File: src/rtl/led_breathe.sv
// -----------------------------------------------------------------------------
// led_breathe
//
// LED driver for the two board LEDs. A pushbutton steps through four modes:
// OFF, ON, BREATHE (complementary PWM brightness ramp) and BLINK
// (complementary square wave). All logic runs in the single clk domain.
//
// Ports
//   clk        in   1  PLL output clock
//   reset_n    in   1  asynchronous assert, active-low reset; the release edge
//                      is already synchronized upstream
//   btn_n      in   1  raw pushbutton, active low, asynchronous to clk
//   led0       out  1  LED 0 drive, active high, registered
//   led1       out  1  LED 1 drive, active high, registered
//   dbg_state  out  2  current mode state (OFF=0, ON=1, BREATHE=2, BLINK=3)
//
// Parameters
//   PWM_BITS      PWM counter width; PWM period is 2^PWM_BITS cycles
//   STEP_PERIODS  PWM periods between brightness steps (>= 1)
//   DEBOUNCE_CYC  stable synchronized samples needed to accept a level (>= 2)
//   BLINK_CYC     clk cycles per blink half-period (>= 1)
//
// Latency: btn_n falling -> 2 sync cycles -> DEBOUNCE_CYC cycles to the
// debounced fall (press pulse that cycle) -> state register -> output
// register, i.e. 2 + DEBOUNCE_CYC + 2 cycles.
// -----------------------------------------------------------------------------
module led_breathe #(
    parameter int PWM_BITS     = 8,
    parameter int STEP_PERIODS = 64,
    parameter int DEBOUNCE_CYC = 65536,
    parameter int BLINK_CYC    = 12500000
) (
    input  logic       clk,
    input  logic       reset_n,
    input  logic       btn_n,
    output logic       led0,
    output logic       led1,
    output logic [1:0] dbg_state
);

    // -------------------------------------------------------------------------
    // Derived widths and terminal counts
    // -------------------------------------------------------------------------
    localparam int DB_W    = $clog2(DEBOUNCE_CYC);
    localparam int PER_W   = $clog2(STEP_PERIODS + 1);
    localparam int BLINK_W = $clog2(BLINK_CYC + 1);

    localparam logic [DB_W-1:0]    DB_LAST    = DB_W'(DEBOUNCE_CYC - 1);
    localparam logic [PER_W-1:0]   PER_LAST   = PER_W'(STEP_PERIODS - 1);
    localparam logic [BLINK_W-1:0] BLINK_LAST = BLINK_W'(BLINK_CYC - 1);

    // duty is one bit wider than the PWM counter so that 2^PWM_BITS (always
    // on) is representable.
    localparam logic [PWM_BITS:0] DUTY_FULL     = {1'b1, {PWM_BITS{1'b0}}};
    localparam logic [PWM_BITS:0] DUTY_FULL_M1  = {1'b0, {PWM_BITS{1'b1}}};
    localparam logic [PWM_BITS:0] DUTY_ONE      = {{PWM_BITS{1'b0}}, 1'b1};

    typedef enum logic [1:0] {
        ST_OFF     = 2'd0,
        ST_ON      = 2'd1,
        ST_BREATHE = 2'd2,
        ST_BLINK   = 2'd3
    } mode_t;

    // -------------------------------------------------------------------------
    // Button synchronizer. Both flops reset to the released level so that
    // reset never looks like a press.
    // -------------------------------------------------------------------------
    logic sync_0;
    logic sync_1;

    always_ff @(posedge clk or negedge reset_n) begin
        if (!reset_n) begin
            sync_0 <= 1'b1;
            sync_1 <= 1'b1;
        end else begin
            sync_0 <= btn_n;
            sync_1 <= sync_0;
        end
    end

    // -------------------------------------------------------------------------
    // Debouncer. The counter tracks how long the synchronized level has
    // disagreed with the accepted level; any agreement restarts it, so a
    // bounce shorter than DEBOUNCE_CYC samples is discarded. press is
    // registered alongside db, so it is high in the first cycle db reads 0.
    // -------------------------------------------------------------------------
    logic            db;
    logic [DB_W-1:0] db_cnt;
    logic            press;

    always_ff @(posedge clk or negedge reset_n) begin
        if (!reset_n) begin
            db     <= 1'b1;
            db_cnt <= '0;
            press  <= 1'b0;
        end else begin
            press <= 1'b0;
            if (sync_1 != db) begin
                if (db_cnt == DB_LAST) begin
                    db     <= sync_1;
                    db_cnt <= '0;
                    // Only the 1->0 (press) transition is an event.
                    press  <= ~sync_1;
                end else begin
                    db_cnt <= db_cnt + 1'b1;
                end
            end else begin
                db_cnt <= '0;
            end
        end
    end

    // -------------------------------------------------------------------------
    // Mode FSM: state register plus next-state logic. Every press advances
    // OFF -> ON -> BREATHE -> BLINK -> OFF.
    // -------------------------------------------------------------------------
    mode_t state_q;
    mode_t state_d;

    always_ff @(posedge clk or negedge reset_n) begin
        if (!reset_n) begin
            state_q <= ST_BREATHE;
        end else begin
            state_q <= state_d;
        end
    end

    always_comb begin
        state_d = state_q;
        if (press) begin
            unique case (state_q)
                ST_OFF:     state_d = ST_ON;
                ST_ON:      state_d = ST_BREATHE;
                ST_BREATHE: state_d = ST_BLINK;
                ST_BLINK:   state_d = ST_OFF;
                default:    state_d = ST_BREATHE;
            endcase
        end
    end

    assign dbg_state = state_q;

    // -------------------------------------------------------------------------
    // PWM counter and triangle brightness ramp.
    //
    // duty only moves on the cycle pwm_cnt wraps to 0, so each PWM period is
    // rendered with a single duty value. The direction flag flips when the
    // step lands on an endpoint, which holds each endpoint for exactly one
    // step interval (0,1,..,FULL,FULL-1,..,0,1,..).
    //
    // press has priority over everything here: each mode starts from a
    // known phase, and a step that coincides with the press is dropped.
    // -------------------------------------------------------------------------
    logic [PWM_BITS-1:0] pwm_cnt;
    logic [PER_W-1:0]    per_cnt;
    logic [PWM_BITS:0]   duty;
    logic                dir_up;
    logic                pwm_wrap;

    assign pwm_wrap = (pwm_cnt == {PWM_BITS{1'b1}});

    always_ff @(posedge clk or negedge reset_n) begin
        if (!reset_n) begin
            pwm_cnt <= '0;
            per_cnt <= '0;
            duty    <= '0;
            dir_up  <= 1'b1;
        end else if (press) begin
            pwm_cnt <= '0;
            per_cnt <= '0;
            duty    <= '0;
            dir_up  <= 1'b1;
        end else begin
            pwm_cnt <= pwm_cnt + 1'b1;
            if (pwm_wrap) begin
                if (per_cnt == PER_LAST) begin
                    per_cnt <= '0;
                    if (dir_up) begin
                        duty <= duty + 1'b1;
                        if (duty == DUTY_FULL_M1) begin
                            dir_up <= 1'b0;
                        end
                    end else begin
                        duty <= duty - 1'b1;
                        if (duty == DUTY_ONE) begin
                            dir_up <= 1'b1;
                        end
                    end
                end else begin
                    per_cnt <= per_cnt + 1'b1;
                end
            end
        end
    end

    // led1 mirrors led0 with the complementary duty FULL - duty.
    logic pwm_on;
    logic pwm_on_inv;

    assign pwm_on     = ({1'b0, pwm_cnt} < duty);
    assign pwm_on_inv = ({1'b0, pwm_cnt} < (DUTY_FULL - duty));

    // -------------------------------------------------------------------------
    // Blink generator: blink toggles every BLINK_CYC cycles.
    // -------------------------------------------------------------------------
    logic [BLINK_W-1:0] blink_cnt;
    logic               blink;

    always_ff @(posedge clk or negedge reset_n) begin
        if (!reset_n) begin
            blink_cnt <= '0;
            blink     <= 1'b0;
        end else if (press) begin
            blink_cnt <= '0;
            blink     <= 1'b0;
        end else if (blink_cnt == BLINK_LAST) begin
            blink_cnt <= '0;
            blink     <= ~blink;
        end else begin
            blink_cnt <= blink_cnt + 1'b1;
        end
    end

    // -------------------------------------------------------------------------
    // Output stage: decode from the current state, then register.
    // -------------------------------------------------------------------------
    logic led0_d;
    logic led1_d;

    always_comb begin
        led0_d = 1'b0;
        led1_d = 1'b0;
        unique case (state_q)
            ST_OFF: begin
                led0_d = 1'b0;
                led1_d = 1'b0;
            end
            ST_ON: begin
                led0_d = 1'b1;
                led1_d = 1'b1;
            end
            ST_BREATHE: begin
                led0_d = pwm_on;
                led1_d = pwm_on_inv;
            end
            ST_BLINK: begin
                led0_d = blink;
                led1_d = ~blink;
            end
            default: begin
                led0_d = 1'b0;
                led1_d = 1'b0;
            end
        endcase
    end

    always_ff @(posedge clk or negedge reset_n) begin
        if (!reset_n) begin
            led0 <= 1'b0;
            led1 <= 1'b0;
        end else begin
            led0 <= led0_d;
            led1 <= led1_d;
        end
    end

endmodule

File: config.mk
export PLATFORM = sky130hd
export DESIGN_NAME = led_breathe
export DESIGN_NICKNAME = d
export VERILOG_FILES = /design/src/rtl/led_breathe.sv
export SDC_FILE = /design/constraint.sdc
export NUM_CORES = 1
export LEC_CHECK = 0
export ABC_AREA = 0
export CAP_MARGIN = 0
export CORE_MARGIN = 4
export CORE_UTILIZATION = 62
export DETAILED_ROUTE_END_ITERATION = 16
export HOLD_SLACK_MARGIN = 0.02
export PLACE_DENSITY = 0.78
export SYNTH_ARGS = -nofsm -noshare
export SYNTH_HDL_FRONTEND = slang
export SYNTH_SLANG_ARGS = --single-unit
File: constraint.sdc
create_clock -name clk -period 3.2 [get_ports clk]
set_clock_uncertainty 0.15 [all_clocks]
set_input_delay 0.64 -clock clk [delete_from_list [all_inputs] [get_ports clk]]
set_output_delay 0.64 -clock clk [all_outputs]
set_load 0.01 [all_outputs]
Placement by cell class:
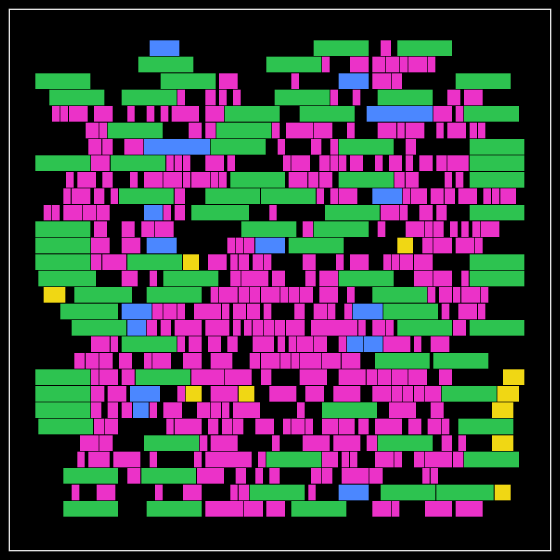
Key: blue = clock drivers and dummy loads [cells 16]; magenta = combinational and other logic [cells 342]; green = sequential cells [cells 74]; yellow = remaining buffers and delay cells [cells 10]

Clock wires, drivers and flops:
The bar under the picture is 20 um long.
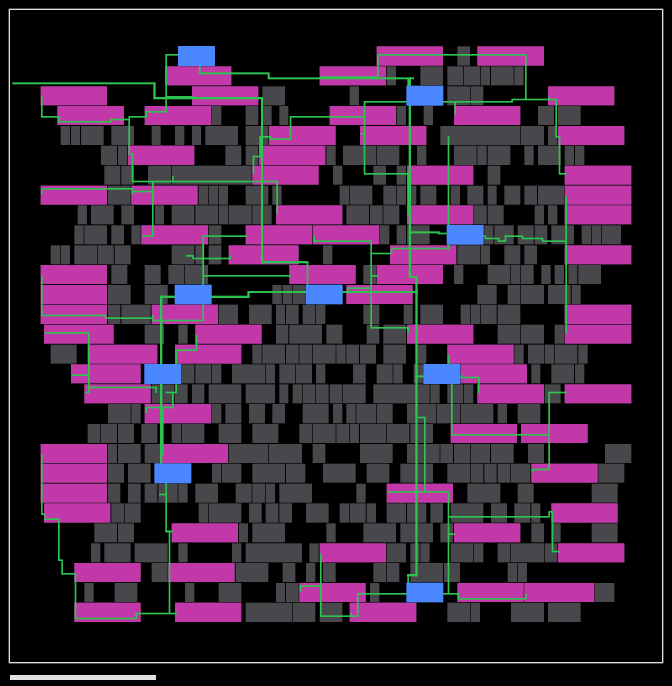
Key: blue = clock drivers [count 9]; magenta = flip-flops [count 74]; green = clock wires [length 894 um]
There are 10 routed clock nets.

==> flow_summary_export.csv <==
group,metric,value,unit
outcome,status,"complete, no violations",
placement,dp_cells,503,
logic_synthesis,syn_inst,430,
logic_synthesis,numSynthFlops,74,
floorplanning,core,6390,um2
logic_synthesis,ys_sh_aoi,5.56,%
route,route.detailed.drc,0,
worst_setup_path,r2r-start,"duty[1]$_DFFE_PN0P_",
grt,grt_antenna_before_repair,0,
layout,largest_reg_flops,24,
final_timing,finalHoldViolCount,0,
layout,fin_nets,466,
logic_synthesis,synth-edff-count,0,
logic_synthesis,synthArstFlopShare,100,%
worst_setup_path,start_kind,"register",
route,drt_wl_total,7340,um
worst_setup_path,startpoint,"duty[1]$_DFFE_PN0P_",
worst_setup_path,reg2reg_slack,0.28,ns
final_timing,setup_ws,0.283,ns
placement,pre_cts_ws,0.173,ns
grt,met3_usage,5.25,%
placement,hpwl,5230,um
route,drt_iter0_drc,203,
layout,reg_top3,"blink_cnt x24, db_cnt x16, duty x9",
final_timing,period_minus_slack,2.92,ns
grt,track_usage,22.0,%
power,p_leak,1.97,nW
cts,cts_htree_levels,3,
flow_run,cap_violations,0,
grt,grt_use_met1,28.6,%
logic_synthesis,yosysWarnings,0,
placement,gp_congestion,0.937,
placement,dpl-instance-area,4210,um2
cts,cts_buffers,9,
layout,stdcell_area,4440,um2
route,top_layer_used,"met4",
route,drtAntennaViolNets,0,
flow_run,warnings,31,
floorplanning,dieArea,7970,um2
hold_path,min_to,"sync_1$_DFF_PN1_",
layout,synthToLayoutAreaGrowth,8.56,%
final_timing,setup_tns,0,ns
route,vias_per_cell,5.69,
grt,grt_max_degree,75,
layout,nFillCells,482,
final_timing,fmax,343,MHz
layout,largest_register,"blink_cnt",
grt,grt_overflow_total,0,
final_timing,worstMarginPinSlew,0.908,ns
worst_setup_path,setup.worst_path.end,"led1$_DFF_PN0_",
logic_synthesis,synth_cell_types,45,
route,wl_met2,3440,um
logic_synthesis,simple_gate_share,24.3,%
grt,grt_pass1_vias,3046,
grt,grt.busiest_layer,"met2",
worst_setup_path,rr_worst_depth,11,
final_timing,rsz0062_at_grt,"no",
layout,drive_above_1_share,9.05,%
floorplanning,ios,7,
worst_setup_path,crit_required,3.31,ns
route,wl_per_cell,14.1,um
route,vias,2954,
hold_path,holdPathStages,0,
cts,cts_tree,"built",
logic_synthesis,ff_type,"dfrtp_1",
route,wl_met1,3470,um
logic_synthesis,xor_area_share,12.6,%
grt,met2_usage,36.0,%
worst_setup_path,path_max_fanout,6,
grt,grt_pass1_wl,13600,um
route,met3_wirelength,312,um
worst_setup_path,end_kind,"register",
final_timing,worst_slew_margin_rel,39.5,%
logic_synthesis,syn-num-nets,459,
layout,n_antenna_cell,0,
worst_setup_path,worstSetupPathType,"register to register",
route,first_pass_iters,5,
logic_synthesis,ys_sh_mux,0.764,%
floorplanning,die-width,89.3,um
cts,ctsHoldBuffers,0,
logic_synthesis,synthAdderAreaFrac,7.95,%
final_timing,slew_violations,0,
cts,clk_pin_slew,0.07,ns
placement,port_buffers,6,
logic_synthesis,yosys_cells,430,
hold_path,hp-start,"sync_0$_DFF_PN1_",
logic_synthesis,synth_area_per_cell,9.52,um2
logic_synthesis,syn_area,4090,um2
logic_synthesis,ys_chip_area,4090,um2
power,ir_worst_vdd,0.000331,V
layout,mostFrequentLayoutCells,"70 x nor2_1, 69 x dfrtp_1, 30 x xnor2_1, 29 x nand2_1, 29 x xor2_1",
final_timing,finalSetupViolations,0,
cts,cts.sinks,74,
cts,clock_latency,0.35,ns
floorplanning,die_y,89.3,um
cts,cts_buffer_depth,2,
worst_setup_path,rr_endpoint,"led1$_DFF_PN0_",
layout,logic_area,2100,um2
hold_path,worstHoldPathType,"register to register",
layout,layout_top_cell,"nor2_1",
worst_setup_path,crit_arrival,3.03,ns
floorplanning,num_rows,29,
cts,root_buffer,"clkbuf_8",
layout,fin_cells,519,
layout,seqCellArea,1860,um2
power,p_per_area,401,nW/um2
logic_synthesis,ys_seq_share,45.4,%
logic_synthesis,top_logic_kind,"simple AND/OR/NAND/NOR gates",
floorplanning,initCoreUtil,64.1,%
final_timing,fin_crit_sh,91.2,%
## critical path, cell delays in order, from the launching register on
cell,delay [ns]
dfrtp_1,0.44
inv_2,0.12
ha_2,0.23
or3b_2,0.50
nor3_2,0.14
xnor2_1,0.15
ha_1,0.27
and4_1,0.21
and2_1,0.16
a211oi_1,0.21
o21ai_0,0.11
a31oi_1,0.16
## layout make-up
cell class / instances / share of cell area (%)
flip-flops and latches: 74 / 41.8
multi-input cells: 322 / 47.3
well taps: 77 / 2.17
clock inverters: 7 / 2.28
inverters: 20 / 1.69
clock buffers: 9 / 2.79
repair buffers: 10 / 1.97
## timing repair
action                                  in CTS  in global routing
endpoints found under the hold margin        0                  0
setup buffers                                0                  0
resized                                      0                  3
endpoints found under the setup margin       0                  1
## synthesized netlist by cell type, types with 4 or more instances
cell type	count	area share (%)
xnor2_1	30	6.4
nor2_1	70	6.4
nand2_1	29	2.7
nand3_1	27	3.3
nand4_1	15	2.3
clkbuf_1	8	0.73
nor3_1	11	1.3
or3_1	4	0.61
and2_1	4	0.61
buf_2	5	0.61
a31oi_1	4	0.61
inv_1	20	1.8
o21ai_0	16	2.0
a21oi_1	10	1.2
ha_1	26	7.9
xor2_1	29	6.2
dfrtp_1	69	42
dfstp_2	5	3.2
and3_1	8	1.2
## power by group
| part | internal, mW | leakage, nW | switching (mW) |
|---|---|---|---|
| sequential | 0.940 | 0.985 | 0.00365 |
| clock | 0.445 | 0.106 | 0.367 |
| combinational | 0.00529 | 0.875 | 0.0226 |
## metrics by stage
stage | hold WS [ns] | utilization, % | power, mW
after floorplan | 0.194 | - | 0.969
after global placement | 0.196 | 65.9 | 0.991
after detailed placement | 0.198 | 65.9 | 0.991
after CTS | 0.208 | 69.5 | 1.81
after global routing | 0.217 | 69.6 | 1.86
final | 0.207 | 69.6 | 1.78
Power and IR drop assume default switching activity.
